### src/rtl/pc_flow_ctrl.sv
// pc_flow_ctrl: drives the PC update interface from branch, stall, call,
// interrupt and soft-restart requests. An interrupt entry saves the return
// PC as two stack pushes (low half first), then vectors to address 0.
// Every output is registered, so it shows the decision taken on the
// previous rising edge.
//
// state          | meaning
// ---------------+--------------------------------------------------------
// S_IDLE         | normal flow: branch / stall / +1, may start call or int
// S_CALL_E       | CALL is in execute: load the call target
// S_INT_PUSH_LO  | push savedPc low half, hold PC
// S_INT_PUSH_HI  | push savedPc high half, hold PC
// S_INT_VEC      | vector to 0 and acknowledge the interrupt
//
// PC_W must be exactly 2*DATA_W: the return PC is split into two equal
// halves for the stack.

module pc_flow_ctrl #(
  parameter int PC_W   = 32,
  parameter int DATA_W = 16
) (
  input  logic              clk,
  input  logic              reset,
  input  logic [PC_W-1:0]   pcIn,
  input  logic              branchTaken,
  input  logic              stallReq,
  input  logic              callDecoded,
  input  logic              intReq,
  input  logic              restartReq,
  output logic [1:0]        pcSrc,
  output logic [1:0]        interruptSignal,
  output logic [1:0]        firstTimeCallAfterD2E,
  output logic              stackPush,
  output logic [DATA_W-1:0] stackData,
  output logic              flushPipe,
  output logic              intAck
);

  localparam logic [1:0] PC_INC  = 2'b00;
  localparam logic [1:0] PC_BR   = 2'b01;
  localparam logic [1:0] PC_HOLD = 2'b10;
  localparam logic [1:0] INT_VEC = 2'b11;
  localparam logic [1:0] INT_RST = 2'b01;
  localparam logic [1:0] CALL_LD = 2'b11;

  typedef enum logic [2:0] {
    S_IDLE,
    S_CALL_E,
    S_INT_PUSH_LO,
    S_INT_PUSH_HI,
    S_INT_VEC
  } state_t;

  state_t            r_state;
  state_t            w_state_nxt;
  logic              r_int_pending;
  logic              w_int_pending_nxt;
  logic [PC_W-1:0]   r_saved_pc;
  logic [PC_W-1:0]   w_saved_pc_nxt;

  logic [1:0]        w_pc_src;
  logic [1:0]        w_int_sig;
  logic [1:0]        w_call_ld;
  logic              w_push;
  logic [DATA_W-1:0] w_push_data;
  logic              w_flush;
  logic              w_int_ack;

  // State, pending flag, saved PC and registered outputs
  always_ff @(posedge clk or negedge reset) begin
    if (!reset) begin
      r_state               <= S_IDLE;
      r_int_pending         <= 1'b0;
      r_saved_pc            <= '0;
      pcSrc                 <= PC_INC;
      interruptSignal       <= 2'b00;
      firstTimeCallAfterD2E <= 2'b00;
      stackPush             <= 1'b0;
      stackData             <= '0;
      flushPipe             <= 1'b0;
      intAck                <= 1'b0;
    end else begin
      r_state               <= w_state_nxt;
      r_int_pending         <= w_int_pending_nxt;
      r_saved_pc            <= w_saved_pc_nxt;
      pcSrc                 <= w_pc_src;
      interruptSignal       <= w_int_sig;
      firstTimeCallAfterD2E <= w_call_ld;
      stackPush             <= w_push;
      stackData             <= w_push_data;
      flushPipe             <= w_flush;
      intAck                <= w_int_ack;
    end
  end

  // Prioritised next-state and next-output decision
  always_comb begin
    w_state_nxt       = r_state;
    w_int_pending_nxt = r_int_pending;
    w_saved_pc_nxt    = r_saved_pc;
    w_pc_src          = PC_INC;
    w_int_sig         = 2'b00;
    w_call_ld         = 2'b00;
    w_push            = 1'b0;
    w_push_data       = '0;
    w_flush           = 1'b0;
    w_int_ack         = 1'b0;

    if (restartReq) begin
      // abandons any interrupt sequence; no further pushes
      w_state_nxt       = S_IDLE;
      w_int_pending_nxt = 1'b0;
      w_int_sig         = INT_RST;
      w_flush           = 1'b1;
    end else begin
      case (r_state)
        S_INT_PUSH_LO: begin
          w_push      = 1'b1;
          w_push_data = r_saved_pc[DATA_W-1:0];
          w_pc_src    = PC_HOLD;
          w_flush     = 1'b1;
          w_state_nxt = S_INT_PUSH_HI;
        end
        S_INT_PUSH_HI: begin
          w_push            = 1'b1;
          w_push_data       = r_saved_pc[PC_W-1:DATA_W];
          w_pc_src          = PC_HOLD;
          w_flush           = 1'b1;
          w_state_nxt       = S_INT_VEC;
          w_int_pending_nxt = 1'b0;
        end
        S_INT_VEC: begin
          w_int_sig   = INT_VEC;
          w_int_ack   = 1'b1;
          w_flush     = 1'b1;
          w_state_nxt = S_IDLE;
        end
        S_CALL_E: begin
          // stall is deliberately ignored while the call target loads
          w_call_ld         = CALL_LD;
          w_flush           = 1'b1;
          w_state_nxt       = S_IDLE;
          w_int_pending_nxt = r_int_pending | intReq;
        end
        default: begin
          if (r_int_pending && !stallReq && !callDecoded) begin
            // a same-edge branch is dropped; it re-executes after return
            w_saved_pc_nxt = pcIn;
            w_pc_src       = PC_HOLD;
            w_state_nxt    = S_INT_PUSH_LO;
          end else begin
            w_int_pending_nxt = r_int_pending | intReq;
            if (callDecoded) begin
              w_pc_src    = PC_HOLD;
              w_state_nxt = S_CALL_E;
            end else if (branchTaken) begin
              w_pc_src = PC_BR;
              w_flush  = 1'b1;
            end else if (stallReq) begin
              w_pc_src = PC_HOLD;
            end
          end
        end
      endcase
    end
  end

endmodule

### config.mk
export PLATFORM = sky130hd
export DESIGN_NAME = pc_flow_ctrl
export DESIGN_NICKNAME = d
export VERILOG_FILES = /design/src/rtl/pc_flow_ctrl.sv
export SDC_FILE = /design/constraint.sdc
export NUM_CORES = 1
export LEC_CHECK = 0
export CAP_MARGIN = 15
export CORE_MARGIN = 4
export CORE_UTILIZATION = 35
export DETAILED_ROUTE_END_ITERATION = 8
export MAX_ROUTING_LAYER = met4
export PLACE_DENSITY = 0.67
export SYNTH_ARGS = -nofsm -noshare
export SYNTH_HDL_FRONTEND = slang
export SYNTH_SLANG_ARGS = --single-unit
### constraint.sdc
create_clock -name clk -period 1.87 [get_ports clk]
set_input_delay 0.374 -clock clk [delete_from_list [all_inputs] [get_ports clk]]
set_output_delay 0.374 -clock clk [all_outputs]
set_load 0.05 [all_outputs]
==> run summary <==
Simple Share, Synth - 7.891%
Clock Power Share - 33.5%
Sequential Area - 0.001476 mm²
post-route cell area - 0.003376 mm²
CP startpoint - stackData[3]
ANT nets after route - 0
Detailed Place HPWL - 3.187 mm
standard-cell row count - 29
Top delay family on crit path - buffers and inverters
layout cells sized above 1 - 24.31%
cycle use final - 97.57%
internal power - 2.415 mW
unrepaired setup endpoints after global routing - false
Avg Inst Size Synth - 13.67 µm²
status - complete, no violations
minimum clock period - 1.824 ns
chip height - 90.44 µm
P per Cell Area - 945.6 mW/mm²
R2R depth - 5
vias per inst - 4.780
Peak VDD IR - 0.4133 mV
global-route layer with the greatest usage - met2
Chip Width - 90.44 µm
total setup buffers inserted after CTS - 2
Gate Count Post-Synth - 174
syn nets - 213
-- registers in the layout (all words and copies together), names as in the netlist --
name and count:
stackData 16, r_int_pending 1, r_state 3, flushPipe 1, stackPush 1, intAck 1
r_saved_pc 32, pcSrc 2, firstTimeCallAfterD2E 1, interruptSignal 1
-- cell usage after synthesis --
| master | number | share of area, % |
|---|---|---|
| nor4b_1 | 1 | 0.37 |
| mux2_2 | 24 | 11 |
| clkbuf_1 | 7 | 1.1 |
| nor2_1 | 19 | 3.0 |
| dfrtp_1 | 59 | 62 |
| nor2b_1 | 4 | 1.1 |
| nor3_1 | 1 | 0.21 |
| a21o_1 | 1 | 0.32 |
| mux2_1 | 8 | 3.8 |
| a21bo_2 | 1 | 0.42 |
| mux2i_1 | 16 | 6.7 |
| inv_1 | 2 | 0.32 |
| nand2_1 | 1 | 0.16 |
| o21bai_1 | 1 | 0.32 |
| a211oi_1 | 1 | 0.32 |
| or3_1 | 2 | 0.53 |
| or2b_1 | 1 | 0.32 |
| a2111oi_0 | 1 | 0.37 |
| buf_2 | 1 | 0.21 |
| o21ai_0 | 4 | 0.84 |
| or3b_2 | 2 | 0.74 |
| and3_1 | 1 | 0.26 |
| a211oi_4 | 1 | 0.84 |
| and2_1 | 1 | 0.26 |
| nand2b_1 | 3 | 0.79 |
| nand3_1 | 1 | 0.21 |
| buf_6 | 3 | 1.4 |
| buf_4 | 2 | 0.63 |
| a21oi_1 | 5 | 1.1 |
-- area by class of cell --
| cell class | instances | share of cell area, % |
|---|---|---|
| Clock buffer | 12 | 4.003 |
| Clock inverter | 3 | 1.186 |
| Inverter | 2 | 0.2224 |
| Multi-Input combinational cell | 100 | 24.35 |
| Sequential cell | 59 | 43.74 |
| Tap cell | 77 | 2.854 |
| Timing Repair Buffer | 79 | 23.65 |
-- cells by family (layout without fill, tap and decap cells) --
| logic type | Yosys count | after routing |
|---|---|---|
| flip-flops | 59 | 59 |
| multiplexers | 48 | 48 |
| AND-OR/OR-AND | 15 | 15 |
| buffers and inverters | 15 | 96 |
| AND/OR/NAND/NOR | 37 | 37 |
-- how the worst min path moves through the flow --
stage,to,cells past startpoint
3_3_place_gp,interruptSignal[0],1
6_report,interruptSignal[0],2
4_1_cts,pcSrc[1],2
5_1_grt,r_saved_pc[21],1
2_1_floorplan,firstTimeCallAfterD2E[0],0
3_5_place_dp,intAck,1
-- power by group through the flow --
stage | Sequential [mW] | Clock [mW] | Combinational (mW)
floorplan | 1.64 | 0 | 0.298
global placement | 1.61 | 0 | 0.514
detailed placement | 1.62 | 0 | 0.528
CTS | 1.60 | 1.11 | 0.537
global route | 1.63 | 1.16 | 0.583
finish | 1.60 | 1.07 | 0.527
-- metrics by stage --
stage	hold WS, ns	utilization (%)	worst slack, ns	instances	setup TNS [ns]
final	0.4824	52.27	0.04552	332	0
after CTS	0.4878	51.88	0.002166	332	0
after floorplan	0.07841	-	0.01278	174	0
after detailed placement	0.3043	48.35	-0.4826	313	-14.83
after global routing	0.5039	52.27	0.0005235	332	0
after global placement	0.2992	48.35	-0.4485	313	-14.22
-- metal layers --
layer	vias to the layer above	share of wire, %
met5	-	0
met4	0	0.34
met3	3	5.3
met2	44	49
met1	792	46
li1	748	-
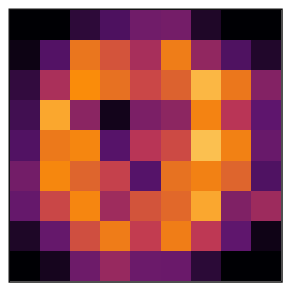
Fig. 1. Cell area per tile.
Scale: 3 px per µm. 9 x 9 tiles, from black (low) to pale yellow (high), 0 to 100% covered.
tiles over 75% full: 4.9%
mean over tiles: 40%
fullest tile: 86%
nearly empty tiles: 8.6%

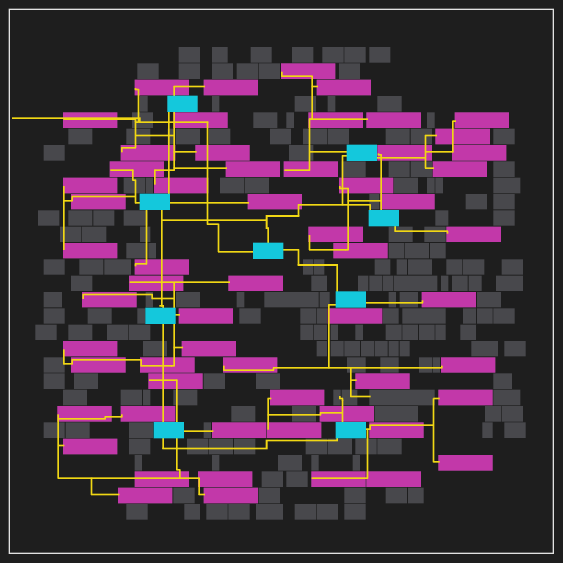
Fig. 2. Routed clock nets over the placement.
Scale: 6 px per µm.
legend:
  yellow:
    item: clock wires
    length: 797 µm
  magenta:
    item: flip-flops
    count: 59
  cyan:
    item: cells driving clock nets
    count: 9
flops lie: all over the die
routed clock nets: 10

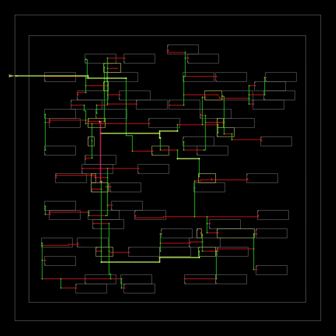
Fig. 3. Clock routing.
clk latency late pin: 0.33 ns
CTS Sinks: 59
TritonCTS buffer count: 9
Flops: 59

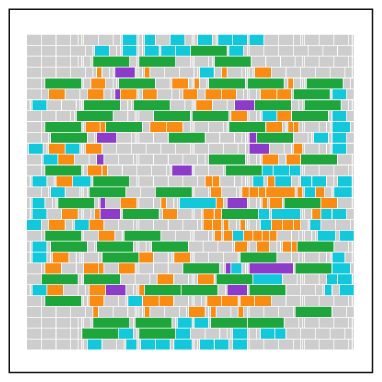
Fig. 4. Placed cells, one colour a class.
Scale: 4 px per µm. Fill, decap, tap and diode cells in grey.
legend:
  green:
    class: flip-flops
    cells: 59
  orange:
    class: all other logic
    cells: 102
  cyan:
    class: other buffers and delay cells
    cells: 79
  purple:
    class: clock drivers and dummy loads
    cells: 15

Power and IR drop assume default switching activity.
